### config.mk
export PLATFORM = sky130hd
export DESIGN_NAME = i2s_sample_feeder_flat
export DESIGN_NICKNAME = d
export VERILOG_FILES = /design/src/rtl/audio_pkg.sv /design/src/rtl/i2s_sample_feeder_if.sv /design/src/rtl/sync_fifo.sv /design/src/rtl/i2s_sample_feeder.sv /design/src/flat_wrapper.sv
export SDC_FILE = /design/constraint.sdc
export NUM_CORES = 1
export LEC_CHECK = 0
export CORE_MARGIN = 5
export CORE_UTILIZATION = 56
export CTS_BUF_LIST = sky130_fd_sc_hd__clkbuf_2 sky130_fd_sc_hd__clkbuf_4 sky130_fd_sc_hd__clkbuf_8
export CTS_CLUSTER_DIAMETER = 50
export DETAILED_ROUTE_END_ITERATION = 16
export PLACE_DENSITY = 0.82
export SLEW_MARGIN = 10
export SYNTH_ARGS = -nofsm -noshare
export SYNTH_HDL_FRONTEND = slang
export SYNTH_HIERARCHICAL = 1
export SYNTH_SLANG_ARGS = --single-unit
### constraint.sdc
create_clock -name sys_clock -period 2.4 [get_ports sys_clock]
set_input_delay 0.36 -clock sys_clock [delete_from_list [all_inputs] [get_ports sys_clock]]
set_output_delay 0.36 -clock sys_clock [all_outputs]
set_load 0.01 [all_outputs]
### src/rtl/audio_pkg.sv
// ----------------------------------------------------------------------------
// audio_pkg
// Shared definitions for the synth-to-I2S audio path.
//   SAMPLE_WIDTH        : sample width, shared with the i2s transmitter
//   sample_t            : one audio sample
//   UNDERRUN_CNT_WIDTH  : width of the underrun frame counter
//   UNDERRUN_CNT_MAX    : value at which the underrun counter saturates
//   underrun_cnt_inc()  : saturating increment for the underrun counter
// ----------------------------------------------------------------------------
package audio_pkg;

    localparam int SAMPLE_WIDTH = 16;
    typedef logic [SAMPLE_WIDTH-1:0] sample_t;

    localparam int UNDERRUN_CNT_WIDTH = 16;
    typedef logic [UNDERRUN_CNT_WIDTH-1:0] underrun_cnt_t;
    localparam underrun_cnt_t UNDERRUN_CNT_MAX = {UNDERRUN_CNT_WIDTH{1'b1}};

    // Holds at the maximum instead of wrapping back to zero.
    function automatic underrun_cnt_t underrun_cnt_inc(input underrun_cnt_t value);
        return (value == UNDERRUN_CNT_MAX) ? value : value + underrun_cnt_t'(1);
    endfunction

endpackage

### src/rtl/i2s_sample_feeder_if.sv
// ----------------------------------------------------------------------------
// i2s_sample_feeder_if
// Valid/ready sample stream from the synth voice/mixer path into the feeder.
//   in_sample : sample being offered
//   in_valid  : in_sample is valid
//   in_ready  : receiver can take a sample; transfer when in_valid & in_ready
// Modports:
//   master : synth side (drives in_sample/in_valid, observes in_ready)
//   slave  : feeder side (observes in_sample/in_valid, drives in_ready)
// ----------------------------------------------------------------------------
interface i2s_sample_feeder_if #(
    parameter int WIDTH = audio_pkg::SAMPLE_WIDTH
);

    logic [WIDTH-1:0] in_sample;
    logic             in_valid;
    logic             in_ready;

    modport master (
        output in_sample,
        output in_valid,
        input  in_ready
    );

    modport slave (
        input  in_sample,
        input  in_valid,
        output in_ready
    );

endinterface

### src/rtl/sync_fifo.sv
// ----------------------------------------------------------------------------
// sync_fifo
// Single-clock FIFO with a registered occupancy count.
//   sys_clock  : clock
//   reset      : asynchronous active-low reset (pointers and count only)
//   push       : write push_data (ignored while full)
//   push_data  : data to write
//   pop        : drop the head entry (ignored while empty)
//   head_data  : current head entry
//   full       : count == DEPTH
//   empty      : count == 0
//   count      : number of stored entries
// Storage contents are never reset; only the pointers and count are.
// full/empty are decoded from the registered count so they never depend
// combinationally on push or pop.
// ----------------------------------------------------------------------------
module sync_fifo #(
    parameter int  DEPTH = 16,
    parameter int  WIDTH = 16,
    localparam int AW    = $clog2(DEPTH),
    localparam int CW    = $clog2(DEPTH + 1)
) (
    input  logic             sys_clock,
    input  logic             reset,
    input  logic             push,
    input  logic [WIDTH-1:0] push_data,
    input  logic             pop,
    output logic [WIDTH-1:0] head_data,
    output logic             full,
    output logic             empty,
    output logic [CW-1:0]    count
);

    logic [WIDTH-1:0] mem [DEPTH];

    logic [AW-1:0] wr_ptr_reg;
    logic [AW-1:0] rd_ptr_reg;
    logic [CW-1:0] count_reg;

    logic do_push;
    logic do_pop;

    assign full  = (count_reg == CW'(DEPTH));
    assign empty = (count_reg == '0);

    // A pop on an empty FIFO is dropped even if a push lands in the same
    // cycle: the new entry only becomes visible from the next cycle.
    assign do_push = push & ~full;
    assign do_pop  = pop & ~empty;

    always_ff @(posedge sys_clock or negedge reset) begin
        if (!reset) begin
            wr_ptr_reg <= '0;
            rd_ptr_reg <= '0;
            count_reg  <= '0;
        end else begin
            // DEPTH is a power of two, so pointers wrap naturally.
            if (do_push) begin
                wr_ptr_reg <= wr_ptr_reg + AW'(1);
            end
            if (do_pop) begin
                rd_ptr_reg <= rd_ptr_reg + AW'(1);
            end
            case ({do_push, do_pop})
                2'b10:   count_reg <= count_reg + CW'(1);
                2'b01:   count_reg <= count_reg - CW'(1);
                default: count_reg <= count_reg;
            endcase
        end
    end

    always_ff @(posedge sys_clock) begin
        if (do_push) begin
            mem[wr_ptr_reg] <= push_data;
        end
    end

    // The consumer registers the head on pop, so the read port stays
    // registered at the output of the feeder.
    assign head_data = mem[rd_ptr_reg];
    assign count     = count_reg;

endmodule

### src/rtl/i2s_sample_feeder.sv
// ----------------------------------------------------------------------------
// i2s_sample_feeder
// Sample-rate buffer in front of the i2s transmitter. Buffers mono samples
// from the synth and presents one per I2S frame on audio_data, advancing at
// each left-channel frame start (synchronised falling edge of word_clock),
// so both slots of a frame carry the same sample.
//   sys_clock      : system clock (only clock)
//   reset          : asynchronous active-low reset
//   in_bus         : valid/ready sample stream (slave side)
//   word_clock     : i2s word select, asynchronous; 0 = left, 1 = right
//   audio_data     : sample presented to i2s, changes only at frame start
//   frame_tick     : one-cycle pulse at each frame start
//   underrun       : sticky, set when a frame starts with the FIFO empty
//   clear_underrun : synchronous clear of underrun and underrun_count
//   underrun_count : saturating count of underrun frames
//   fill_level     : number of buffered samples
// ----------------------------------------------------------------------------
module i2s_sample_feeder
    import audio_pkg::*;
#(
    parameter int  DEPTH  = 16,
    parameter int  WIDTH  = SAMPLE_WIDTH,
    localparam int FILL_W = $clog2(DEPTH + 1)
) (
    input  logic                 sys_clock,
    input  logic                 reset,
    i2s_sample_feeder_if.slave   in_bus,
    input  logic                 word_clock,
    output logic [WIDTH-1:0]     audio_data,
    output logic                 frame_tick,
    output logic                 underrun,
    input  logic                 clear_underrun,
    output underrun_cnt_t        underrun_count,
    output logic [FILL_W-1:0]    fill_level
);

    // Two synchroniser stages plus one history stage for edge detection.
    localparam int SYNC_STAGES = 3;

    logic [SYNC_STAGES-1:0] wc_sync_reg;
    logic [SYNC_STAGES-1:0] wc_sync_next;
    logic                   frame_start;

    logic [WIDTH-1:0]       fifo_head;
    logic                   fifo_full;
    logic                   fifo_empty;

    logic [WIDTH-1:0]       audio_data_reg;
    logic [WIDTH-1:0]       audio_data_next;
    logic                   frame_tick_reg;
    logic                   underrun_reg;
    logic                   underrun_next;
    underrun_cnt_t          underrun_count_reg;
    underrun_cnt_t          underrun_count_next;

    // ------------------------------------------------------------------
    // word_clock synchroniser and falling-edge detect
    // ------------------------------------------------------------------
    genvar gi;
    generate
        for (gi = 0; gi < SYNC_STAGES; gi++) begin : g_wc_sync
            if (gi == 0) begin : g_first
                assign wc_sync_next[gi] = word_clock;
            end else begin : g_chain
                assign wc_sync_next[gi] = wc_sync_reg[gi-1];
            end
        end
    endgenerate

    // Flops reset to 0, so a word_clock that is low at reset release does
    // not look like a falling edge.
    always_ff @(posedge sys_clock or negedge reset) begin
        if (!reset) begin
            wc_sync_reg <= '0;
        end else begin
            wc_sync_reg <= wc_sync_next;
        end
    end

    // Right-to-left transition of the synchronised word clock.
    assign frame_start = wc_sync_reg[SYNC_STAGES-1] & ~wc_sync_reg[SYNC_STAGES-2];

    // ------------------------------------------------------------------
    // Sample FIFO
    // ------------------------------------------------------------------
    sync_fifo #(
        .DEPTH (DEPTH),
        .WIDTH (WIDTH)
    ) u_fifo (
        .sys_clock (sys_clock),
        .reset     (reset),
        .push      (in_bus.in_valid),
        .push_data (in_bus.in_sample),
        .pop       (frame_start),
        .head_data (fifo_head),
        .full      (fifo_full),
        .empty     (fifo_empty),
        .count     (fill_level)
    );

    // Registered-state decode only; never looks at in_valid.
    assign in_bus.in_ready = ~fifo_full;

    // ------------------------------------------------------------------
    // Output sample register and underrun tracking
    // ------------------------------------------------------------------
    always_comb begin
        audio_data_next     = audio_data_reg;
        underrun_next       = underrun_reg;
        underrun_count_next = underrun_count_reg;

        if (frame_start && !fifo_empty) begin
            audio_data_next = fifo_head;
        end

        // An underrun frame start overrides a coincident clear, leaving
        // exactly this frame counted.
        if (frame_start && fifo_empty) begin
            underrun_next       = 1'b1;
            underrun_count_next = clear_underrun ? underrun_cnt_t'(1)
                                                 : underrun_cnt_inc(underrun_count_reg);
        end else if (clear_underrun) begin
            underrun_next       = 1'b0;
            underrun_count_next = '0;
        end
    end

    always_ff @(posedge sys_clock or negedge reset) begin
        if (!reset) begin
            audio_data_reg     <= '0;
            frame_tick_reg     <= 1'b0;
            underrun_reg       <= 1'b0;
            underrun_count_reg <= '0;
        end else begin
            audio_data_reg     <= audio_data_next;
            frame_tick_reg     <= frame_start;
            underrun_reg       <= underrun_next;
            underrun_count_reg <= underrun_count_next;
        end
    end

    // frame_tick is registered alongside audio_data so the pulse lands in
    // the same cycle the new sample appears.
    assign audio_data     = audio_data_reg;
    assign frame_tick     = frame_tick_reg;
    assign underrun       = underrun_reg;
    assign underrun_count = underrun_count_reg;

endmodule

### src/flat_wrapper.sv
// flat-port wrapper written by rule: the top's interface ports become plain ports
module i2s_sample_feeder_flat import audio_pkg::*;
#(
    parameter int  DEPTH  = 16,
    parameter int  WIDTH  = SAMPLE_WIDTH,
    localparam int FILL_W = $clog2(DEPTH + 1)
)
  (sys_clock, reset, word_clock, audio_data, frame_tick, underrun, clear_underrun, underrun_count, fill_level, in_bus_in_sample, in_bus_in_valid, in_bus_in_ready);
  i2s_sample_feeder_if #(.WIDTH(WIDTH)) in_bus_i ();
  input  logic sys_clock;
  input  logic reset;
  input  logic word_clock;
  output logic [WIDTH-1:0] audio_data;
  output logic frame_tick;
  output logic underrun;
  input  logic clear_underrun;
  output underrun_cnt_t underrun_count;
  output logic [FILL_W-1:0] fill_level;
  input wire logic [$bits(in_bus_i.in_sample)-1:0] in_bus_in_sample;
  input wire logic [$bits(in_bus_i.in_valid)-1:0] in_bus_in_valid;
  output wire logic [$bits(in_bus_i.in_ready)-1:0] in_bus_in_ready;
  assign in_bus_i.in_sample = in_bus_in_sample;
  assign in_bus_i.in_valid = in_bus_in_valid;
  assign in_bus_in_ready = in_bus_i.in_ready;
  i2s_sample_feeder #(.DEPTH(DEPTH), .WIDTH(WIDTH)) u_core (.sys_clock(sys_clock), .reset(reset), .in_bus(in_bus_i), .word_clock(word_clock), .audio_data(audio_data), .frame_tick(frame_tick), .underrun(underrun), .clear_underrun(clear_underrun), .underrun_count(underrun_count), .fill_level(fill_level));
endmodule
**Drive-strength map**

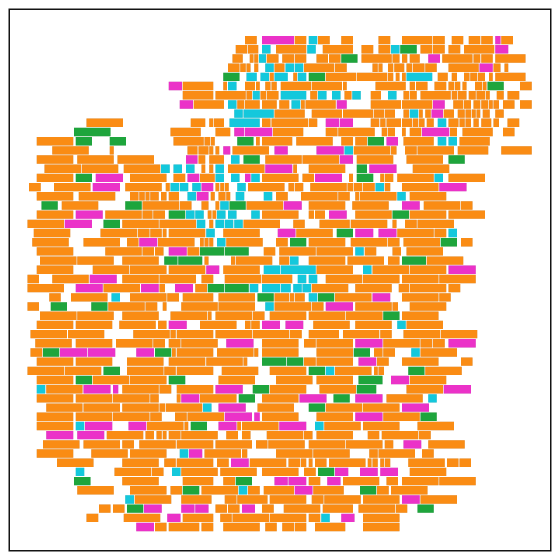
[cyan] x3 and x4 | cells: 90 | share: 10%
[orange] x1 and smaller | cells: 624 | share: 72%
[magenta] x2 | cells: 96 | share: 11%
[green] x6 and larger | cells: 61 | share: 7.0%

==> results.txt <==
Root Buffer Master = sky130_fd_sc_hd__clkbuf_8
proportion of register bits with asynchronous set or reset after synthesis = 16.3%
Worst Tran Pin Value = 1140 ps
max-capacitance violation count = 0
maximum VDD drop = 0.642 mV
signal arrival time at the worst endpoint = 2950 ps
peak clock frequency supported by timing = 402 MHz
number of setup violations in the final report = 1
Final nets = 867
violation count after the first detailed-routing iteration = 644
Worst R2R End = u_core/u_fifo/count[4]
tally of OpenROAD warnings = 32
synthesized chip area reported by yosys = 12600 um2
FP Rows = 54
reg2reg setup slack = -90 ps
cell taking the most area after synthesis = sky130_fd_sc_hd__edfxtp_1
delay contributed by the slowest stage of the critical path = 420 ps
flip-flops with a built-in enable = 256
number of cells on the critical path = 12
register bit count reported by yosys = 306
startpoint of the lowest-slack hold path = word_clock
synthesis warning total = 6
violations in the final reports = negative setup slack
area fraction of the dominant cell type after synthesis = 61.1%
peak-usage layer in the global routing report = met2
met3 routing resource usage after global routing = 3.53%
count of antenna-violating nets left after detailed routing = 0
full die area = 25600 um2
Setup crit end = u_core/u_fifo/count[4]
Pre-antenna DRT Iters = 5
RSZ-0062 raised after global routing = yes
launching point of the worst reg2reg path = u_core/u_fifo/count[2]
max reg flops = 256
DR DRC count = 0
cell area after technology mapping = 12600 um2
Min Hold Slack = 229 ps
maximum net fanout on the critical path = 3
DIE WIDTH = 160 um
final clock skew = 33.8 ps
tightest slew margin relative to the limit = 23.6%
met2 Usage GRT = 36.6%
status = finished, violations left
average vias per placed instance = 6.10
worst setup margin = -86.3 ps
average footprint of a synthesized cell = 18.0 um2
I/O Buffers = 60
RePlAce Congestion = 0.827
CP Class = reg2reg
clock buffers created by TritonCTS = 48
half-perimeter wire length after placement = 17.1 mm
top cells by area = sky130_fd_sc_hd__edfxtp_1 (61%), sky130_fd_sc_hd__dfrtp_1 (9.9%), sky130_fd_sc_hd__mux4_2 (5.7%)
crit start category = flop
count of unique library cells instantiated by Yosys = 56
r2r worst-path depth = 12
clk sink count = 306
most instantiated logic cells after routing = sky130_fd_sc_hd__edfxtp_1 (256), sky130_fd_sc_hd__mux2i_1 (66), sky130_fd_sc_hd__buf_4 (60), sky130_fd_sc_hd__clkdlybuf4s50_1 (58), sky130_fd_sc_hd__clkbuf_8 (50)
Commonest Layout Cell = sky130_fd_sc_hd__edfxtp_1
total routed wirelength = 27.2 mm
number of buffers and inverters on the critical path = 2
**Met2 routing**

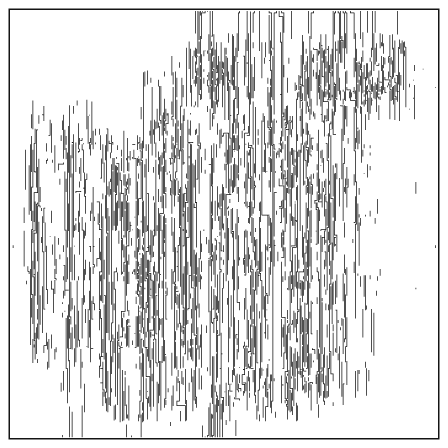
wire length on this layer: 14000 um
nets with wire on the layer: 779
main direction: vertical
share of all routed wire: 51%

worst min-delay path by stage:
stage                             to
6_report       u_core/wc_sync_reg[0]
5_1_grt        u_core/wc_sync_reg[0]
4_1_cts        u_core/wc_sync_reg[0]
3_5_place_dp   u_core/wc_sync_reg[1]
3_3_place_gp   u_core/wc_sync_reg[1]
2_1_floorplan   u_core/audio_data[0]
logic make-up after synthesis:
group / synth area share (%)
DFF: 71.1
and+or+nand+nor: 4.64
muxes: 12.7
buffers and inverters: 2.83
AOI/OAI and AO/OA: 6.42
adders and majority gates: 1.15
xor gates and xnor gates: 1.18
metrics by stage:
stage               instances  worst slack (ps)  TNS (ps)  utilization (%)  cell area [um2]
global route             1151              -212      -215             67.5            14800
global placement         1063             -76.9     -76.9             63.1            13900
floorplan                 697              -143      -143                -            12600
detailed placement       1063              -177      -195             63.1            13900
finish                   1151             -86.3     -86.3             67.5            14800
CTS                      1151             -62.1     -62.1             67.5            14800
where the power goes:
group	leakage, nW	internal (W)	switching, W	total, W
combinational	1.90	0.00255	0.00299	0.00554
sequential	2.93	0.00649	0.000368	0.00686
clock	0.494	0.00231	0.00197	0.00428
cells in the mapped netlist, types with 3 or more instances:
cell                       number
sky130_fd_sc_hd__a21oi_1       14
sky130_fd_sc_hd__a221oi_1       3
sky130_fd_sc_hd__a221oi_2      29
sky130_fd_sc_hd__a22oi_1       16
sky130_fd_sc_hd__buf_2          7
sky130_fd_sc_hd__buf_4          7
sky130_fd_sc_hd__buf_6         10
sky130_fd_sc_hd__clkbuf_1      10
sky130_fd_sc_hd__dfrtp_1       50
sky130_fd_sc_hd__edfxtp_1     256
sky130_fd_sc_hd__ha_1          10
sky130_fd_sc_hd__inv_1         10
sky130_fd_sc_hd__mux2_2        18
sky130_fd_sc_hd__mux2i_1       66
sky130_fd_sc_hd__mux4_2        32
sky130_fd_sc_hd__nand2_1       29
sky130_fd_sc_hd__nand2b_1       4
sky130_fd_sc_hd__nand3_1        8
sky130_fd_sc_hd__nand4_1        7
sky130_fd_sc_hd__nor2_1        18
sky130_fd_sc_hd__nor2b_1        6
sky130_fd_sc_hd__nor3_1        10
sky130_fd_sc_hd__nor4_1         3
sky130_fd_sc_hd__o21ai_0       19
sky130_fd_sc_hd__xnor2_1       10
sky130_fd_sc_hd__xor2_1         7
cell type report:
class	instances	area (um2)
inverters	11	46.3
clock inverters	20	138
fillers	1325	7130
multi-input cells	340	3350
well taps	280	350
clock buffers	66	808
repair buffers	128	1190
flip-flops and latches	306	8940
routing by layer:
metal	part of all wire (%)	wire, um	up-vias
met5	0	0	-
li1	-	-	3065
met2	51	14000	275
met1	39	10600	3617
met3	6.5	1770	64
met4	3.0	827	0
timing repair:
item / CTS / global route
setup endpoints to repair: 2 / 2
pin swaps: 4 / 4
setup buffers: 1 / 0
hold buffers: 1 / 0
hold endpoints to repair: 28 / 0
resized: 3 / 3
Power is estimated from default activity; no workload was simulated.
